M4 wires:
Scale: 1.5 px per um. Supply wires on this layer in gray.
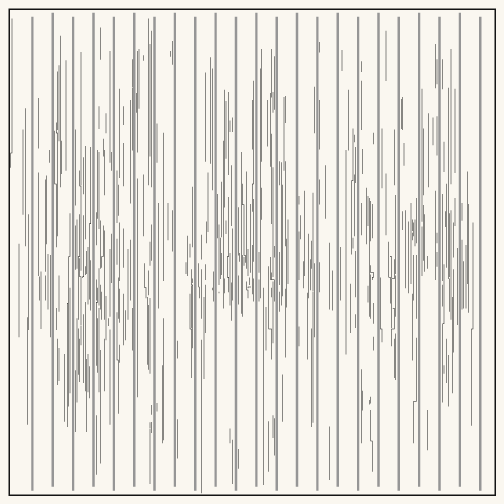
Zoomed window:
Window x 146 to 176, y 82 to 112 um. Cells in gray, sequential cells in the stronger gray; small squares are vias.
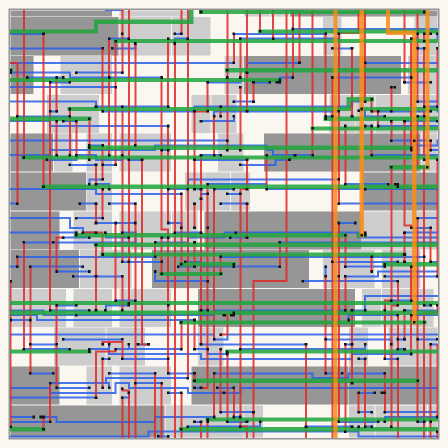
Wire density map:
Scale: 1 px per um. 32 x 32 tiles, from white (low) to dark blue (high), scaled to the fullest tile. Values are wire area over tile area, all layers added.
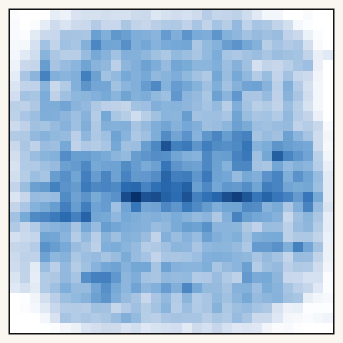
Track usage over the die:
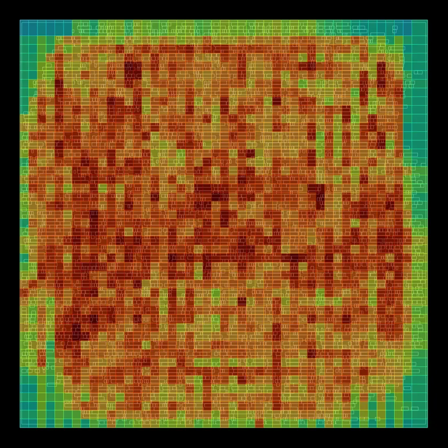
Gate families picked out:
Scale: 2 px per um.
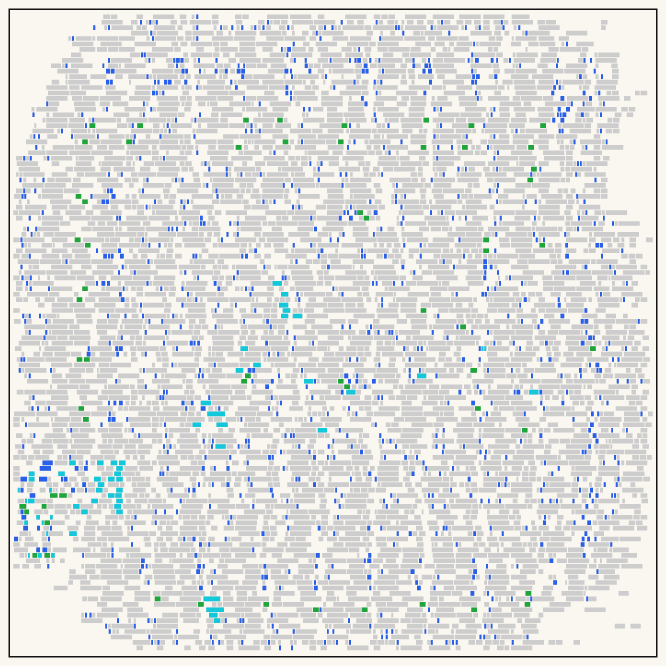
File: src/rtl/reg_file_mp.sv
// Two-write / two-read register file with a zero-fill clear sequencer.
// Define RF_BYPASS_EN to forward same-cycle write data onto matching read ports.
module reg_file_mp #(
  parameter int XLEN     = 32,
  parameter int DEPTH    = 32,
  parameter int AW       = $clog2(DEPTH),
  parameter int ZERO_REG = 1
) (
  input  logic            clk,
  input  logic            rst_n,
  input  logic            clr_req,
  output logic            busy,
  input  logic            we0,
  input  logic            we1,
  input  logic [AW-1:0]   waddr0,
  input  logic [AW-1:0]   waddr1,
  input  logic [XLEN-1:0] wdata0,
  input  logic [XLEN-1:0] wdata1,
  input  logic [AW-1:0]   raddr0,
  input  logic [AW-1:0]   raddr1,
  output logic [XLEN-1:0] rdata0,
  output logic [XLEN-1:0] rdata1
);

  typedef enum logic {CLEAR, READY} state_t;

  state_t          state;
  logic [AW-1:0]   clr_idx;
  logic [XLEN-1:0] mem [DEPTH];
  logic            wr0;
  logic            wr1;

  function automatic logic is_zero_reg(input logic [AW-1:0] a);
    return (ZERO_REG != 0) && (a == '0);
  endfunction

  assign wr0 = we0 && !is_zero_reg(waddr0);
  assign wr1 = we1 && !is_zero_reg(waddr1);

  // Clear sequencer: one entry per edge, READY after the last index is written
  always_ff @(posedge clk) begin
    if (!rst_n) begin
      state   <= CLEAR;
      clr_idx <= '0;
      busy    <= 1'b1;
    end else begin
      case (state)
        CLEAR: begin
          clr_idx <= clr_idx + AW'(1);
          if (clr_idx == AW'(DEPTH - 1)) begin
            state <= READY;
            busy  <= 1'b0;
          end
        end
        READY: begin
          if (clr_req) begin
            state   <= CLEAR;
            clr_idx <= '0;
            busy    <= 1'b1;
          end
        end
        default: begin
          state <= CLEAR;
          busy  <= 1'b1;
        end
      endcase
    end
  end

  // Storage is untouched during reset; port 1 is written last so it wins a collision
  always_ff @(posedge clk) begin
    if (rst_n) begin
      if (state == CLEAR) begin
        mem[clr_idx] <= '0;
      end else begin
        if (wr0) mem[waddr0] <= wdata0;
        if (wr1) mem[waddr1] <= wdata1;
      end
    end
  end

  function automatic logic [XLEN-1:0] read_port(input logic [AW-1:0] a);
    logic [XLEN-1:0] d;
    d = mem[a];
`ifdef RF_BYPASS_EN
    if (wr0 && waddr0 == a) d = wdata0;
    if (wr1 && waddr1 == a) d = wdata1;
`endif
    if (busy || is_zero_reg(a)) d = '0;
    return d;
  endfunction

  always_comb begin
    rdata0 = read_port(raddr0);
    rdata1 = read_port(raddr1);
  end

endmodule

File: config.mk
export PLATFORM = sky130hd
export DESIGN_NAME = reg_file_mp
export DESIGN_NICKNAME = d
export VERILOG_FILES = /design/src/rtl/reg_file_mp.sv
export SDC_FILE = /design/constraint.sdc
export NUM_CORES = 2
export LEC_CHECK = 0
export ABC_CLOCK_PERIOD_IN_PS = 5900
export CORE_UTILIZATION = 59
export DETAILED_ROUTE_END_ITERATION = 10
export GPL_ROUTABILITY_DRIVEN = 0
export PLACE_DENSITY_LB_ADDON = 0.12
export REMOVE_ABC_BUFFERS = 1
export SKIP_LAST_GASP = 1
export SLEW_MARGIN = 0
export SYNTH_ARGS = -nofsm -noshare
export SYNTH_HDL_FRONTEND = slang
export SYNTH_SLANG_ARGS = --single-unit
export TNS_END_PERCENT = 20
File: constraint.sdc
create_clock -name clk -period 5.9 [get_ports clk]
set_input_delay 1.18 -clock clk [delete_from_list [all_inputs] [get_ports clk]]
set_output_delay 1.18 -clock clk [all_outputs]
set_load 0.01 [all_outputs]
==> qor.log <==
qor: placement.postPlaceCellArea 0.06384 sq mm
qor: status.result_of_the_run complete, no violations
qor: placement.portBuffers 153
qor: global_route.grt_start_max_net_pins 87
qor: floorplan.die_h 323.0 um
qor: power.power_top_consumer registers
qor: finish.dominant-cell-class registers
qor: cts.clock_sink_count 1031
qor: power.power.combinational.fraction 0.069
qor: setup_path.worst-path-stages 7
qor: final_timing.setup-violations-final 0
qor: final_timing.fin_worst_skew 0.02448 ns
qor: setup_path.cpMaxStageDelayCell sky130_fd_sc_hd__nor4b_4
qor: logic_synthesis.avgSynthCellArea 12.18 sq um
qor: final_timing.final.hold.worst_slack 0.5723 ns
qor: cts.cts_tree done
qor: route.highest-signal-layer met5
qor: logic_synthesis.synth_dominant_cell_count sky130_fd_sc_hd__edfxtp_1
qor: finish.reg_top3 mem: 1024 flops, clr_idx: 5 flops
qor: floorplan.die_x 323.0 um
qor: finish.nonClkBufAreaFrac 0.05265
qor: logic_synthesis.netlist-cell-type-count 62
qor: floorplan.floorplan.core_util 0.5967
qor: placement.dpl.cell_count 6114
qor: finish.signed_area_change_from_the_synthesized_netlist_to_the_final_layout 10.81%
qor: logic_synthesis.synthTopCellsByCount 1024 x sky130_fd_sc_hd__edfxtp_1, 785 x sky130_fd_sc_hd__nand2_1, 683 x sky130_fd_sc_hd__o21ai_0
qor: route.drt-vias-per-instance 7.300
qor: power.p_seq 8.00 mW
qor: setup_path.worst-endpoint-arrival 4.54 ns
qor: cts.total_setup_buffers_inserted_after_cts 0
qor: power.power.clock.fraction 0.432
qor: logic_synthesis.number_of_enable_type_register_cells_in_the_synthesized_netlist 1024
qor: route.drt_drc_violations_left 0
qor: logic_synthesis.mux_area_frac 0.2546
qor: setup_path.startpoint raddr1[4]
qor: floorplan.num_io_pins 154
qor: placement.dp_hpwl 123600 um
qor: setup_path.critical_path.reg2reg.startpoint state
qor: global_route.grt_pass1_vias 44000
qor: logic_synthesis.netlist.area_leader.share 0.5058
qor: setup_path.timing.reg2reg.worst_path_depth 5
## Picture notes: 'M4 wires'
main direction	vertical
wire length on this layer	13800 um
longest straight run	153 um
share of all routed wire	6.2%
nets with wire on the layer	159

## Picture notes: 'zoomed window'
layer	color
met4	orange
met1	blue
met3	green
met2	red
netlist names of flops here include	mem (9)
sequential cells in the window	9
cells with their middle in the window	53
most frequent	mux2i_1 (14), nand2_1 (9), edfxtp_1 (9)

## Picture notes: 'wire density map'
densest ninth of the die	center
fullest tile	1.0
mean over tiles	0.39
tiles over half the peak	25%
Tot GR Track Use: 0.4231
detail-routed net length per standard cell: 35.11 um
number of vias after detailed routing: 46160

## Picture notes: 'track usage over the die'
met2 usage: 0.6075
met3 GRT Util: 0.1241
GR peak layer: met2
Final Util: 0.6612

## Picture notes: 'gate families picked out'
family	color	cells	most used
NAND gates	blue	1005	nand2_1
AND-OR and OR-AND gates	green	60	a22o_1
NOR gates	cyan	61	nor3_2
combinational share of cell area: 0.4091
highest-count logic cell in the final layout: sky130_fd_sc_hd__edfxtp_1
fin cells: 6323

No activity file was given, so power comes from the tool's default toggle rates.
